io_fan.png
Scale: 2 px per µm.
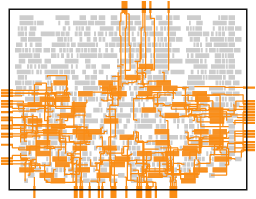
placement.png
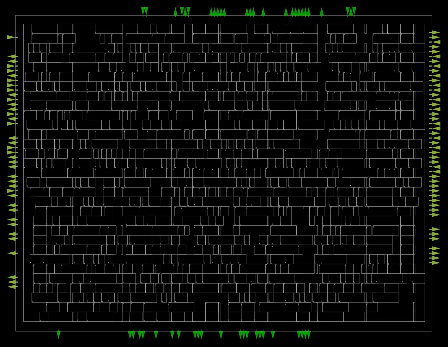
io_placement.png
Scale: 4 px per µm. Pins as bars across the die edge, other pins in grey.
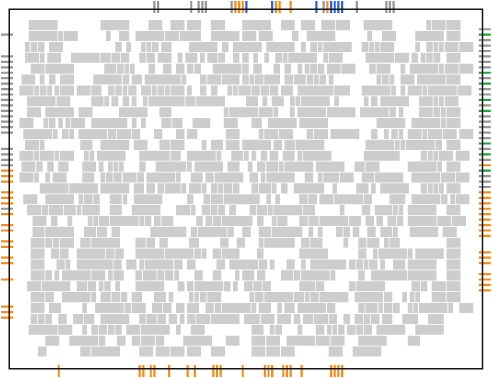
File: config.mk
export PLATFORM = sky130hd
export DESIGN_NAME = blake2_msg_sched_flat
export DESIGN_NICKNAME = d
export VERILOG_FILES = /design/src/rtl/blake2_msg_sched_if.sv /design/src/rtl/blake2_msg_sched.sv /design/src/flat_wrapper.sv
export SDC_FILE = /design/constraint.sdc
export NUM_CORES = 1
export LEC_CHECK = 0
export CORE_ASPECT_RATIO = 0.75
export CORE_MARGIN = 2
export CORE_UTILIZATION = 53
export CTS_BUF_LIST = sky130_fd_sc_hd__clkbuf_16
export CTS_CLUSTER_SIZE = 12
export DETAILED_ROUTE_END_ITERATION = 6
export PLACE_DENSITY_LB_ADDON = 0.1
export SYNTH_ARGS = -nofsm -noshare
export SYNTH_HDL_FRONTEND = slang
export SYNTH_SLANG_ARGS = --single-unit
File: constraint.sdc
create_clock -name clk -period 4.5 [get_ports clk]
set_clock_uncertainty 0.15 [all_clocks]
set_input_delay 1.35 -clock clk [delete_from_list [all_inputs] [get_ports clk]]
set_output_delay 1.35 -clock clk [all_outputs]
set_load 0.05 [all_outputs]
File: src/rtl/blake2_msg_sched_if.sv
// Host byte stream and blake2 core sequencing signals for the message scheduler.
// The scheduler takes the slave view; the host/core environment takes the master view.
interface blake2_msg_sched_if #(
  parameter int BB   = 128,
  parameter int LL_W = 64
);
  localparam int BB_CLOG2 = $clog2(BB);

  // host byte stream
  logic                msg_v_i;
  logic [7:0]          msg_data_i;
  logic                msg_last_i;
  logic                msg_ready_o;

  // core load side
  logic                core_data_v_o;
  logic [7:0]          core_data_o;
  logic [BB_CLOG2-1:0] core_data_idx_o;
  logic                core_block_first_o;
  logic                core_block_last_o;
  logic [LL_W-1:0]     core_ll_o;
  logic [7:0]          core_kk_o;
  logic [7:0]          core_nn_o;

  // core completion pulses
  logic                core_f_done_i;
  logic                core_hash_v_i;

  modport slave (
    input  msg_v_i, msg_data_i, msg_last_i, core_f_done_i, core_hash_v_i,
    output msg_ready_o, core_data_v_o, core_data_o, core_data_idx_o,
           core_block_first_o, core_block_last_o, core_ll_o, core_kk_o, core_nn_o
  );

  modport master (
    output msg_v_i, msg_data_i, msg_last_i, core_f_done_i, core_hash_v_i,
    input  msg_ready_o, core_data_v_o, core_data_o, core_data_idx_o,
           core_block_first_o, core_block_last_o, core_ll_o, core_kk_o, core_nn_o
  );
endinterface

File: src/rtl/blake2_msg_sched.sv
// Blake2 message scheduler: slices a host byte stream into BB-byte blocks,
// zero-pads the final block, tracks the total byte count and paces the core
// one compression at a time. BB must be a power of two.
module blake2_msg_sched #(
  parameter int BB       = 128,
  parameter int BB_CLOG2 = $clog2(BB),
  parameter int LL_W     = 64
) (
  input  logic             clk,
  input  logic             reset,
  input  logic             start_i,
  input  logic             start_empty_i,
  input  logic [7:0]       cfg_kk_i,
  input  logic [7:0]       cfg_nn_i,
  output logic             busy_o,
  output logic             done_o,
  blake2_msg_sched_if.slave bus
);

  typedef enum logic [2:0] {
    S_IDLE,
    S_MSG,
    S_PAD,
    S_WAIT_F,
    S_WAIT_H
  } state_t;

  localparam logic [BB_CLOG2-1:0] IDX_LAST = BB_CLOG2'(BB - 1);

  state_t              state;
  logic [BB_CLOG2-1:0] idx;
  logic                first;
  logic                idx_end;

  assign idx_end = (idx == IDX_LAST);

  // NOTE: msg_ready_o is a pure decode of the registered state, so the host
  // sees it settle right after each edge and no combinational path runs from
  // msg_v_i back to msg_ready_o.
  assign bus.msg_ready_o = (state == S_MSG);

  // Job sequencer: state, block index, byte counter and all registered outputs.
  always_ff @(posedge clk) begin
    if (reset) begin
      // NOTE: non-blocking assignments throughout; every register here is
      // sequential state and must update together at the edge.
      state                  <= S_IDLE;
      idx                    <= '0;
      first                  <= 1'b0;
      busy_o                 <= 1'b0;
      done_o                 <= 1'b0;
      bus.core_data_v_o      <= 1'b0;
      bus.core_data_o        <= '0;
      bus.core_data_idx_o    <= '0;
      bus.core_block_first_o <= 1'b0;
      bus.core_block_last_o  <= 1'b0;
      bus.core_ll_o          <= '0;
      bus.core_kk_o          <= '0;
      bus.core_nn_o          <= '0;
    end else begin
      bus.core_data_v_o <= 1'b0;
      done_o            <= 1'b0;

      case (state)
        S_IDLE: begin
          if (start_i) begin
            bus.core_kk_o <= cfg_kk_i;
            bus.core_nn_o <= cfg_nn_i;
            bus.core_ll_o <= '0;
            first         <= 1'b1;
            idx           <= '0;
            busy_o        <= 1'b1;
            state         <= start_empty_i ? S_PAD : S_MSG;
          end
        end

        S_MSG: begin
          if (bus.msg_v_i) begin
            bus.core_data_v_o      <= 1'b1;
            bus.core_data_o        <= bus.msg_data_i;
            bus.core_data_idx_o    <= idx;
            bus.core_block_first_o <= first;
            bus.core_block_last_o  <= bus.msg_last_i;
            bus.core_ll_o          <= bus.core_ll_o + LL_W'(1);
            idx                    <= idx + BB_CLOG2'(1);
            if (idx_end && bus.msg_last_i) begin
              state <= S_WAIT_H;
            end else if (idx_end) begin
              state <= S_WAIT_F;
            end else if (bus.msg_last_i) begin
              state <= S_PAD;
            end
          end
        end

        S_PAD: begin
          bus.core_data_v_o      <= 1'b1;
          bus.core_data_o        <= 8'h00;
          bus.core_data_idx_o    <= idx;
          bus.core_block_first_o <= first;
          bus.core_block_last_o  <= 1'b1;
          idx                    <= idx + BB_CLOG2'(1);
          if (idx_end) begin
            state <= S_WAIT_H;
          end
        end

        S_WAIT_F: begin
          if (bus.core_f_done_i) begin
            first <= 1'b0;
            idx   <= '0;
            state <= S_MSG;
          end
        end

        S_WAIT_H: begin
          if (bus.core_hash_v_i) begin
            done_o <= 1'b1;
            busy_o <= 1'b0;
            state  <= S_IDLE;
          end
        end

        default: begin
          busy_o <= 1'b0;
          state  <= S_IDLE;
        end
      endcase
    end
  end

endmodule

File: src/flat_wrapper.sv
// flat-port wrapper written by rule: the top's interface ports become plain ports
module blake2_msg_sched_flat 
#(
  parameter int BB       = 128,
  parameter int BB_CLOG2 = $clog2(BB),
  parameter int LL_W     = 64
)
  (clk, reset, start_i, start_empty_i, cfg_kk_i, cfg_nn_i, busy_o, done_o, bus_msg_v_i, bus_msg_data_i, bus_msg_last_i, bus_core_f_done_i, bus_core_hash_v_i, bus_msg_ready_o, bus_core_data_v_o, bus_core_data_o, bus_core_data_idx_o, bus_core_block_first_o, bus_core_block_last_o, bus_core_ll_o, bus_core_kk_o, bus_core_nn_o);
  blake2_msg_sched_if #(.BB(BB), .LL_W(LL_W)) bus_i ();
  input  logic clk;
  input  logic reset;
  input  logic start_i;
  input  logic start_empty_i;
  input  logic [7:0] cfg_kk_i;
  input  logic [7:0] cfg_nn_i;
  output logic busy_o;
  output logic done_o;
  input wire logic [$bits(bus_i.msg_v_i)-1:0] bus_msg_v_i;
  input wire logic [$bits(bus_i.msg_data_i)-1:0] bus_msg_data_i;
  input wire logic [$bits(bus_i.msg_last_i)-1:0] bus_msg_last_i;
  input wire logic [$bits(bus_i.core_f_done_i)-1:0] bus_core_f_done_i;
  input wire logic [$bits(bus_i.core_hash_v_i)-1:0] bus_core_hash_v_i;
  output wire logic [$bits(bus_i.msg_ready_o)-1:0] bus_msg_ready_o;
  output wire logic [$bits(bus_i.core_data_v_o)-1:0] bus_core_data_v_o;
  output wire logic [$bits(bus_i.core_data_o)-1:0] bus_core_data_o;
  output wire logic [$bits(bus_i.core_data_idx_o)-1:0] bus_core_data_idx_o;
  output wire logic [$bits(bus_i.core_block_first_o)-1:0] bus_core_block_first_o;
  output wire logic [$bits(bus_i.core_block_last_o)-1:0] bus_core_block_last_o;
  output wire logic [$bits(bus_i.core_ll_o)-1:0] bus_core_ll_o;
  output wire logic [$bits(bus_i.core_kk_o)-1:0] bus_core_kk_o;
  output wire logic [$bits(bus_i.core_nn_o)-1:0] bus_core_nn_o;
  assign bus_i.msg_v_i = bus_msg_v_i;
  assign bus_i.msg_data_i = bus_msg_data_i;
  assign bus_i.msg_last_i = bus_msg_last_i;
  assign bus_i.core_f_done_i = bus_core_f_done_i;
  assign bus_i.core_hash_v_i = bus_core_hash_v_i;
  assign bus_msg_ready_o = bus_i.msg_ready_o;
  assign bus_core_data_v_o = bus_i.core_data_v_o;
  assign bus_core_data_o = bus_i.core_data_o;
  assign bus_core_data_idx_o = bus_i.core_data_idx_o;
  assign bus_core_block_first_o = bus_i.core_block_first_o;
  assign bus_core_block_last_o = bus_i.core_block_last_o;
  assign bus_core_ll_o = bus_i.core_ll_o;
  assign bus_core_kk_o = bus_i.core_kk_o;
  assign bus_core_nn_o = bus_i.core_nn_o;
  blake2_msg_sched #(.BB(BB), .BB_CLOG2(BB_CLOG2), .LL_W(LL_W)) u_core (.clk(clk), .reset(reset), .start_i(start_i), .start_empty_i(start_empty_i), .cfg_kk_i(cfg_kk_i), .cfg_nn_i(cfg_nn_i), .busy_o(busy_o), .done_o(done_o), .bus(bus_i));
endmodule
==> design notes <==
The number of iterations in the first detailed-routing pass was 5; the count of instantiated cells in the yosys netlist was 626. The most common cell after layout, fill and taps aside is sky130_fd_sc_hd__clkdlybuf4s50_1. The antenna cell count was 0; the biggest cell delay along the critical path was 720 ps.

Per the detail_route report, DRC violations left total 0. In the post-route report, total wirelength is listed as 15000 µm. Traced cell by cell, the critical path runs through or2_1, nor2_1, clkdlybuf4s50_1.

Per the timing report, the most critical flop-to-flop path originates at u_core.state[0]. Counting endpoints that fail hold in the final report gives 0. Per the post-CTS timing run, clock transition at the registers of the reported paths is 70 ps. The synthesized design contains 111 register bits. According to the dpl log, the detail-placed design has an HPWL of 10700 µm. The tools report the residual overflow from global routing as 0. After synthesis, the netlist uses 51 different library cells.

Counting the inverters off the clock network in the layout gives 5. The async set or reset register ratio after synthesis was 0. STA puts the critical path data required time at 3000 ps. For reference, the top logic cell family by area is simple AND/OR/NAND/NOR gates. The worst setup path is captured at an output pin. The final critical-path share of the clock period was 0.847. The worst hold path terminates at u_core.bus.core_kk_o[4]. The type of the most critical hold path is reg2reg. The top cell types in the final layout, fill and taps aside, are 131 x sky130_fd_sc_hd__clkdlybuf4s50_1, 111 x sky130_fd_sc_hd__dfxtp_1, 105 x sky130_fd_sc_hd__nand2_1, 62 x sky130_fd_sc_hd__nor2_1, 56 x sky130_fd_sc_hd__a21oi_1. Clock tree synthesis selected as its root buffer the cell sky130_fd_sc_hd__clkbuf_16. TritonCTS created 9 clock buffers.

Signal nets in the final route climb as high as met4. The busiest metal layer after global routing was met2. The number of clock sinks came to 111. In this run the full chip footprint comes out at 10600 µm². The relative contribution of combinational cells to total power is 0.322. The register share of total power is 0.410. The relative slew slack was 0.291; the adder-cell area share of the yosys netlist was 0.00485. The flow ran to the end, and the final reports show no timing, DRC or antenna violations.

After detailed placement, the design holds a cell count of 873. The layout buffering overhead excluding clock cells is 0.202. In the final report, the number of endpoints failing setup comes to 0. With the portion of the post-synthesis area used by sequential elements at 0.430, the clock network area share is 0.0400. The flip-flop count of the largest register after layout is 64, and the number of hold buffers added after CTS is 0. The count of flip-flops with a built-in enable after synthesis was 0; the detailed route wirelength on metal3 was 1380 µm. A synthesized cell averages 8.25 µm². The maximum fanout along the worst path was 17; the post-CTS repair timing setup buffer count was 0. In the power breakdown, the internal column shows 1.72 mW.
About io_fan.png:
- orange: bus_core_ll_o (direction output; edge 23 bottom, 17 left, 17 right, 7 top; end cells 64; buffers 64; wire 3360 µm)

About placement.png:
Core Region: 9580 µm²
final cell count without fillers: 889
seq_cells: 111

About io_placement.png:
- green: bus_core_nn_o (pins 8; direction output; edge right)
- orange: bus_core_ll_o (pins 64; direction output; edge 23 bottom, 17 left, 17 right, 7 top)
- blue: bus_core_data_idx_o (pins 7; direction output; edge top)
- all pins by edge: 46 right, 38 left, 26 top, 23 bottom

## stage by stage
| step | setup WS (ps) | hold slack [ps] | area (µm²) | power [mW] |
|---|---|---|---|---|
| after floorplan | 1440 | 287 | 5160 | 1.78 |
| after global placement | 730 | 291 | 6610 | 2.03 |
| after detailed placement | 519 | 299 | 6610 | 2.06 |
| after CTS | 672 | 308 | 6890 | 2.80 |
| after global routing | 564 | 327 | 6890 | 2.92 |
| final | 691 | 306 | 6890 | 2.79 |
## power by group through the flow
stage               clock [mW]  sequential, mW  combinational [mW]
floorplan                    0            1.29               0.486
global placement             0            1.16               0.872
detailed placement           0            1.17               0.891
CTS                      0.759            1.14               0.895
global route             0.797            1.16               0.967
finish                   0.750            1.15               0.898
Power is estimated from default activity; no workload was simulated.
